Figure 1. Sequential cells grouped by signal name (run 1).
Other sequential cells in the stronger grey, the rest of the logic in the fainter grey.
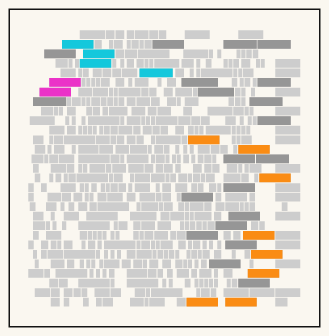
Figure 2. Metal layers overlaid (run 1).
Only two layers are drawn.
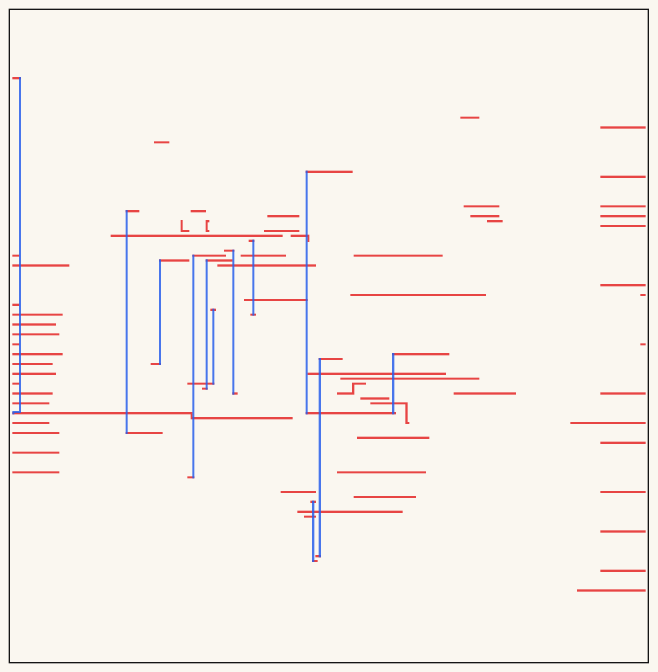
Figure 3. Congestion heat map (run 1).
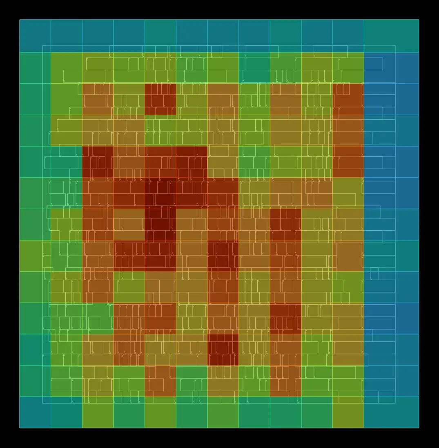
Figure 4. Ports around the boundary (run 1).
Pins as bars across the die edge, other pins in grey.
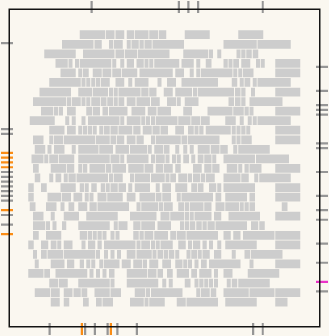
File: src/rtl/avg_threshold_detector.sv
// Hysteresis/dwell classifier for the moving-average stream.
// Tracks HIGH excursions, their peak and a saturating rise count.
module avg_threshold_detector #(
  parameter int DATA_W    = 8,
  parameter int CNT_W     = 8,
  parameter int MIN_DWELL = 2
) (
  input  logic              clk,
  input  logic              rst_n,
  input  logic              in_valid,
  input  logic [DATA_W-1:0] in_data,
  input  logic [DATA_W-1:0] thr_hi,
  input  logic [DATA_W-1:0] thr_lo,
  input  logic              clear,
  output logic              above,
  output logic              rise_pulse,
  output logic              fall_pulse,
  output logic [DATA_W-1:0] peak,
  output logic [CNT_W-1:0]  event_cnt,
  output logic              cfg_err
);

  typedef enum logic [1:0] {
    S_INIT,
    S_LOW,
    S_HIGH
  } state_t;

  localparam logic [3:0]       DW_MAX  = 4'(MIN_DWELL);
  localparam logic [CNT_W-1:0] CNT_MAX = {CNT_W{1'b1}};

  state_t            r_state;
  logic [3:0]        r_dwell;
  logic [DATA_W-1:0] r_peak_run;
  logic [DATA_W-1:0] r_peak;
  logic [CNT_W-1:0]  r_cnt;
  logic              r_above;
  logic              r_rise;
  logic              r_fall;
  logic              r_cfg_err;

  logic [3:0]        w_dwell_nxt;
  logic [DATA_W-1:0] w_run_max;
  logic              w_ge_hi;
  logic              w_le_lo;
  logic              w_eval;

  assign w_dwell_nxt = r_dwell + 4'd1;
  assign w_run_max   = (in_data > r_peak_run) ? in_data : r_peak_run;
  assign w_ge_hi     = in_data >= thr_hi;
  assign w_le_lo     = in_data <= thr_lo;
  assign w_eval      = in_valid && !r_cfg_err;

  always_ff @(posedge clk or negedge rst_n) begin
    if (!rst_n) begin
      r_state    <= S_INIT;
      r_dwell    <= '0;
      r_peak_run <= '0;
      r_peak     <= '0;
      r_cnt      <= '0;
      r_above    <= 1'b0;
      r_rise     <= 1'b0;
      r_fall     <= 1'b0;
      r_cfg_err  <= 1'b0;
    end else begin
      r_cfg_err <= thr_lo >= thr_hi;
      r_rise    <= 1'b0;
      r_fall    <= 1'b0;
      if (clear) begin
        r_state    <= S_INIT;
        r_dwell    <= '0;
        r_peak_run <= '0;
        r_peak     <= '0;
        r_cnt      <= '0;
        r_above    <= 1'b0;
      end else if (w_eval) begin
        unique case (r_state)
          S_INIT: begin
            if (w_ge_hi) begin
              r_state    <= S_HIGH;
              r_above    <= 1'b1;
              r_peak_run <= in_data;
            end else begin
              r_state <= S_LOW;
            end
          end
          S_LOW: begin
            if (!w_ge_hi) begin
              r_dwell <= '0;
            end else if (w_dwell_nxt >= DW_MAX) begin
              r_state    <= S_HIGH;
              r_above    <= 1'b1;
              r_dwell    <= '0;
              r_rise     <= 1'b1;
              r_peak_run <= in_data;
              if (r_cnt != CNT_MAX) r_cnt <= r_cnt + 1'b1;
            end else begin
              r_dwell <= w_dwell_nxt;
            end
          end
          S_HIGH: begin
            r_peak_run <= w_run_max;
            if (!w_le_lo) begin
              r_dwell <= '0;
            end else if (w_dwell_nxt >= DW_MAX) begin
              r_state <= S_LOW;
              r_above <= 1'b0;
              r_dwell <= '0;
              r_fall  <= 1'b1;
              r_peak  <= w_run_max;
            end else begin
              r_dwell <= w_dwell_nxt;
            end
          end
          default: begin
            r_state <= S_INIT;
            r_above <= 1'b0;
            r_dwell <= '0;
          end
        endcase
      end
    end
  end

  assign above      = r_above;
  assign rise_pulse = r_rise;
  assign fall_pulse = r_fall;
  assign peak       = r_peak;
  assign event_cnt  = r_cnt;
  assign cfg_err    = r_cfg_err;

endmodule

File: config.mk
export PLATFORM = sky130hd
export DESIGN_NAME = avg_threshold_detector
export DESIGN_NICKNAME = d
export VERILOG_FILES = /design/src/rtl/avg_threshold_detector.sv
export SDC_FILE = /design/constraint.sdc
export NUM_CORES = 1
export LEC_CHECK = 0
export ABC_AREA = 1
export CAP_MARGIN = 20
export CORE_AREA = 5 5 83 85
export DETAILED_ROUTE_END_ITERATION = 8
export DIE_AREA = 0 0 88 90
export HOLD_SLACK_MARGIN = 0.05
export PLACE_DENSITY_LB_ADDON = 0.05
export SKIP_LAST_GASP = 1
export SYNTH_ARGS = -nofsm -noshare
export SYNTH_HDL_FRONTEND = slang
export SYNTH_SLANG_ARGS = --single-unit
File: constraint.sdc
create_clock -name clk -period 1.7 [get_ports clk]
set_clock_uncertainty 0.05 [all_clocks]
set_input_delay 0.425 -clock clk [delete_from_list [all_inputs] [get_ports clk]]
set_output_delay 0.425 -clock clk [all_outputs]
set_load 0.1 [all_outputs]
==> CHANGELOG.md, run 1 <==
### Changed

- Syn Inst Count: about 400
- Leading cell kind: logic gates
- Crit Path Max Fanout: 8
- Min Hold Slack: 0.4493 ns
- Number of synthesized flops with an enable pin: 0
- TritonRoute pass-1 iters: 5
- Total power per unit cell area: roughly 850 nW/µm²
- Area growth, synth to finish: 61.19%
- Final ANT Viol Nets: 0
- Synth cell types: 33
- Worst Slack Setup Final: -0.1424 ns
- Post-place setup slack: -0.8378 ns
- Final setup viols: 29
- Fillers: 445
- DIE HEIGHT: 90 µm
- Adder share: 16.48%
- Yosys xor share: 1.214%
- Post-synth seq share: between 20 and 30%
- Async SR Flop Fraction: 100.0%
- Setup Crit Path Kind: reg -> reg
- Worst Path Required: about 1.8 ns
- Setup Fix Bufs, Post-CTS: 19
- Vias per Instance: 5.226
- Maxcap violations: 0
- Count leader, synth: nand2_1
- Initial Util: between 40% and 50%
- CP Cell Sequence: inv_2 -> ha_4 -> a21boi_2 -> nand2_2 -> nor2_4 -> nor2_4 -> nand2_4 -> nor2_8 -> nor2_8 -> inv_2 -> nand2_1 -> nand2_1
- Final Cell Area: roughly 4700 µm²
- Met1 Use GR: roughly 27%
- Cell area leaders: dfrtp_1 29%, ha_1 16%, nand2_1 15%
- RSZ-0062 raised after global routing: yes
- Non-CTS inverters: 53
- Flop share of the area: 18.67%
- Sequential Power Share: 26.6%
- Synth Flop Type: dfrtp_1
- Number of global-route vias before repair: 2979
- Total number of sequential cells: 34
- CTS H-tree depth: 2
- Total clock sinks: 34
- Post-DP HPWL: 5651 µm
- Gpl congestion: 0.8934
- Clock transition at the registers of the reported paths: 0.07 ns
- Clk root buf: clkbuf_8
- Crit path buffers/inverters: 2
- Yosys reg bits: 34
- Die area: 7920 µm²
- Gate Area: 2240 µm²
- DR vias: 3120
- Power Total: around 3.9 mW
- Last element of the critical path: event_cnt[3]$_DFFE_PN0P_
- Area leader share: between 20% and 30%
- Crit path from: r_dwell[1]$_DFFE_PN0P_
- Layout cells sized above 1: ~45%
- Seq. cell area: 868.3 µm²
- Number of diodes: 0
- Largest stage delay on the critical path: 0.40 ns
- Violated checks: negative setup slack
- Post-synth top cells: 114 x nand2_1, 48 x nand3_1, 47 x inv_1
- Slew margin rel.: ~80%
- Top non-seq family: simple AND/OR/NAND/NOR gates
- Avg Cell Area, Syn: 7.213 µm²
- Clock insertion delay at the later pin of the skew report: 0.29 ns
- Combinational gate count: 311
- CTS tree: yes
- Synth mux share: 0%
- YS chip area: 2885 µm²
- CTS Hold Buffers Added: 0
- Status: finished with violations
- Top Layout Cells: 94 x nand2_1, 63 x buf_4, 37 x nor2_1, 37 x nand3_1, 32 x inv_1
- Psw: 1.796 mW
- Comb power frac: 58.4%
- Fmax: 542.8 MHz
- Critical Path AT: 1.97 ns
- Placed cell count: ~560
- R2R Path End: event_cnt[3]$_DFFE_PN0P_
- Stages on worst setup path: 12
- Buffers excl. clock: 114
- VDD IR max: 0.6759 mV
- Chip width: 88 µm
- Final hold vios: 0
- R2R cell count: 12
## Picture notes: Figure 1
- r_dwell: cyan (flops 4; where upper left)
- peak: orange (flops 8)
- r_state: magenta (flops 2)

## Picture notes: Figure 2
- met3: red (wire length 488 µm)
- met4: blue (wire length 257 µm)

## Picture notes: Figure 3
DR WL/cell: 14.81 µm
GR met2 Demand/Resource: 36.31%
grt peak-use layer: met2
All-Layer GR Usage: 21.41%

## Picture notes: Figure 4
- fall_pulse: magenta (pins 1; direction output; edge right)
- thr_hi: orange (pins 8; direction input; edge 6 left, 2 bottom)
- all pins by edge: 18 left, 15 right, 10 bottom, 5 top

[run 1: per-stage QoR]
| step | setup TNS [ns] | utilization, % |
|---|---|---|
| 2_1_floorplan | -0.3838 | - |
| 3_3_place_gp | -21.34 | 66.52 |
| 3_5_place_dp | -22.87 | 66.52 |
| 4_1_cts | -1.731 | 72.11 |
| 5_1_grt | -4.912 | 75.84 |
| 6_report | -2.306 | 75.84 |
[run 1: power by group through the flow]
stage	clock (mW)	sequential, mW	combinational (mW)
detailed placement	0	1.04	1.81
global route	0.633	1.06	2.53
global placement	0	1.05	1.77
floorplan	0	1.13	1.09
CTS	0.593	1.03	1.95
finish	0.588	1.05	2.30
[run 1: metal layers]
layer	vias up	wire [µm]
met4	0	257
met2	116	4520
met5	-	0
met1	1447	3575
met3	25	487
li1	1532	-
Figure 5. Metal 3 (run 1).
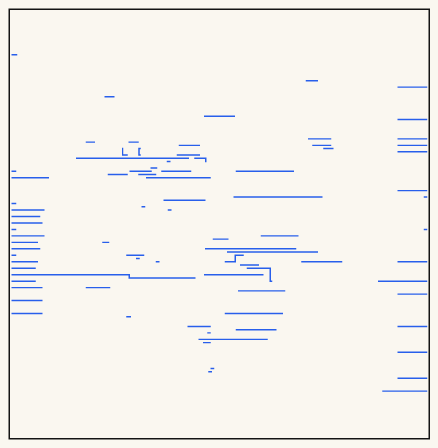

==> run 2, diff against run 1 <==
--- a/config.mk
+++ b/config.mk
@@ -7,9 +7,9 @@
 export LEC_CHECK = 0
 export ABC_AREA = 1
 export CAP_MARGIN = 20
-export CORE_AREA = 5 5 83 85
+export CORE_AREA = 5 5 97 99
 export DETAILED_ROUTE_END_ITERATION = 8
-export DIE_AREA = 0 0 88 90
+export DIE_AREA = 0 0 102 104
 export HOLD_SLACK_MARGIN = 0.05
 export PLACE_DENSITY_LB_ADDON = 0.05
 export SKIP_LAST_GASP = 1
Figure 6. Metal 3 (run 2).
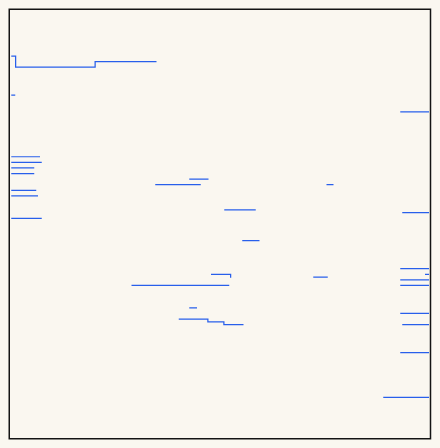
- wire length on this layer: 225 µm
- main direction: horizontal
- longest straight run: 23.5 µm

Figure 7. Congestion heat map (run 2).
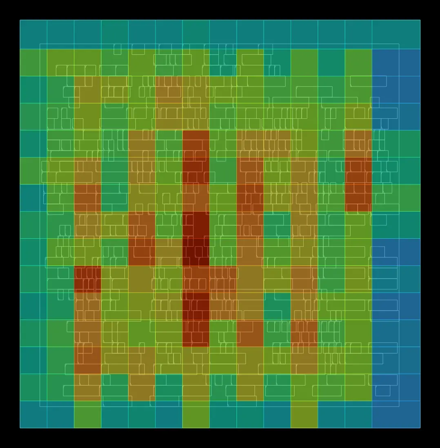
DR WL/cell: 12.37 µm
All-Layer GR Usage: 15.19%
GR met2 Demand/Resource: 26.56%
Core Util, Final: 55.93%

==> run 2 against run 1 <==
Against the previous run: die size rose by 34%; clock-buffer cell count grew 1; the run still ends with negative setup slack left; critical path type unchanged; core utilization fell by 20 points; largest cell class unchanged; largest power group unchanged; sequential share of layout area shrank 0.36 points.
==> CHANGELOG.md, run 2 <==
### Changed

- Status: finished with violations (unchanged)
- Violated checks: negative setup slack (unchanged)
- TritonRoute pass-1 iters: 4 (was 5)
- VDD IR max: 0.4772 mV (was 0.6759 mV)
- Slew margin rel.: 73.78% (was 80.28%)
- Largest stage delay on the critical path: 0.39 ns (was 0.40 ns)
- YS chip area: 2885 µm² (unchanged)
- Clk root buf: clkbuf_8 (unchanged)
- Setup Crit Path Kind: reg -> reg (unchanged)
- Async SR Flop Fraction: 100.0% (unchanged)
- Gpl congestion: 0.8553 (was 0.8934)
- Clock insertion delay at the later pin of the skew report: 0.28 ns (was 0.29 ns)
- Top non-seq family: simple AND/OR/NAND/NOR gates (unchanged)
- Fmax: 547.1 MHz (was 542.8 MHz)
- DIE HEIGHT: 104 µm (was 90 µm)
- Clock transition at the registers of the reported paths: 0.07 ns (about the same)
- Final Cell Area: 4735 µm² (was 4651 µm²)
- Flop share of the area: 18.31% (was 18.67%)
- Area leader share: 29.49% (unchanged)
- Fillers: 816 (was 445)
- Post-synth top cells: 114 x nand2_1, 48 x nand3_1, 47 x inv_1 (unchanged)
- Top Layout Cells: 93 x nand2_1, 64 x buf_4, 39 x nor2_1, 39 x nand3_1, 34 x inv_1 (was 94 x nand2_1, 63 x buf_4, 37 x nor2_1, 37 x nand3_1, 32 x inv_1)
- Routed wl met3: 225 µm (was 487 µm)
- Final setup viols: 30 (was 29)
- Total number of sequential cells: 34 (unchanged)
- Cell area leaders: dfrtp_1 29%, ha_1 16%, nand2_1 15% (unchanged)
- Critical Path AT: 2.00 ns (was 1.97 ns)
- Crit Path Max Fanout: 3 (was 8)
- Sequential Power Share: 25.4% (was 26.6%)
- Number of global-route vias before repair: 2879 (was 2979)
- Avg Cell Area, Syn: 7.213 µm² (unchanged)
- Yosys reg bits: 34 (unchanged)
- Post-synth seq share: 29.49% (unchanged)
- Non-CTS inverters: 53 (unchanged)
- Met1 Use GR: 19.29% (was 27.10%)
- CTS Hold Buffers Added: 0 (unchanged)
- Synth cell types: 33 (unchanged)
- Layout cells sized above 1: 41.95% (was 44.62%)
- Placed cell count: 595 (was 561)
- Vias per Instance: 4.665 (was 5.226)
- Leading cell kind: logic gates (unchanged)
- Yosys xor share: 1.214% (unchanged)
- Maxcap violations: 0 (unchanged)
- Number of synthesized flops with an enable pin: 0 (unchanged)
- DR vias: 2939 (was 3120)
- Final setup TNS: -2.007 ns (was -2.306 ns)
- Worst Slack Setup Final: -0.1277 ns (was -0.1424 ns)
- Power Total: 4.045 mW (was 3.930 mW)
- CTS H-tree depth: 2 (unchanged)
- Total power per unit cell area: 854.3 nW/µm² (was 845.1 nW/µm²)
- Syn Inst Count: 400 (unchanged)
- Seq. cell area: 867.1 µm² (was 868.3 µm²)
- DR WL met2: 4137 µm (was 4520 µm)
- Post-place setup slack: -0.8372 ns (was -0.8378 ns)
- Die area: 10610 µm² (was 7920 µm²)
- Final hold vios: 0 (unchanged)
- Adder share: 16.48% (unchanged)
- Chip width: 102 µm (was 88 µm)
- Gate Area: 2182 µm² (was 2240 µm²)
- Post-DP HPWL: 5765 µm (was 5651 µm)
- P_clk: 0.783 mW (was 0.588 mW)
- Comb power frac: 55.2% (was 58.4%)
- Crit path buffers/inverters: 11 (was 2)
- Psw: 1.705 mW (was 1.796 mW)
- Total clock sinks: 34 (unchanged)
- P_seq: 1.03 mW (was 1.05 mW)
==> run 2: path summary, 6_finish.rpt <==
| path | startpoint | endpoint | cells past startpoint |
|---|---|---|---|
| min | rst_n | event_cnt[4]$_DFFE_PN0P_ | 2 |
| max reg2reg | r_dwell[1]$_DFFE_PN0P_ | r_dwell[1]$_DFFE_PN0P_ | 12 |
| max in group asynchronous | rst_n | event_cnt[0]$_DFFE_PN0P_ | 2 |
| min reg2reg | r_state[1]$_DFFE_PN0P_ | r_state[1]$_DFFE_PN0P_ | 2 |
| max | r_dwell[1]$_DFFE_PN0P_ | r_dwell[1]$_DFFE_PN0P_ | 12 |
| min in group clk | r_state[1]$_DFFE_PN0P_ | r_state[1]$_DFFE_PN0P_ | 2 |
No activity file was given, so power comes from the tool's default toggle rates.
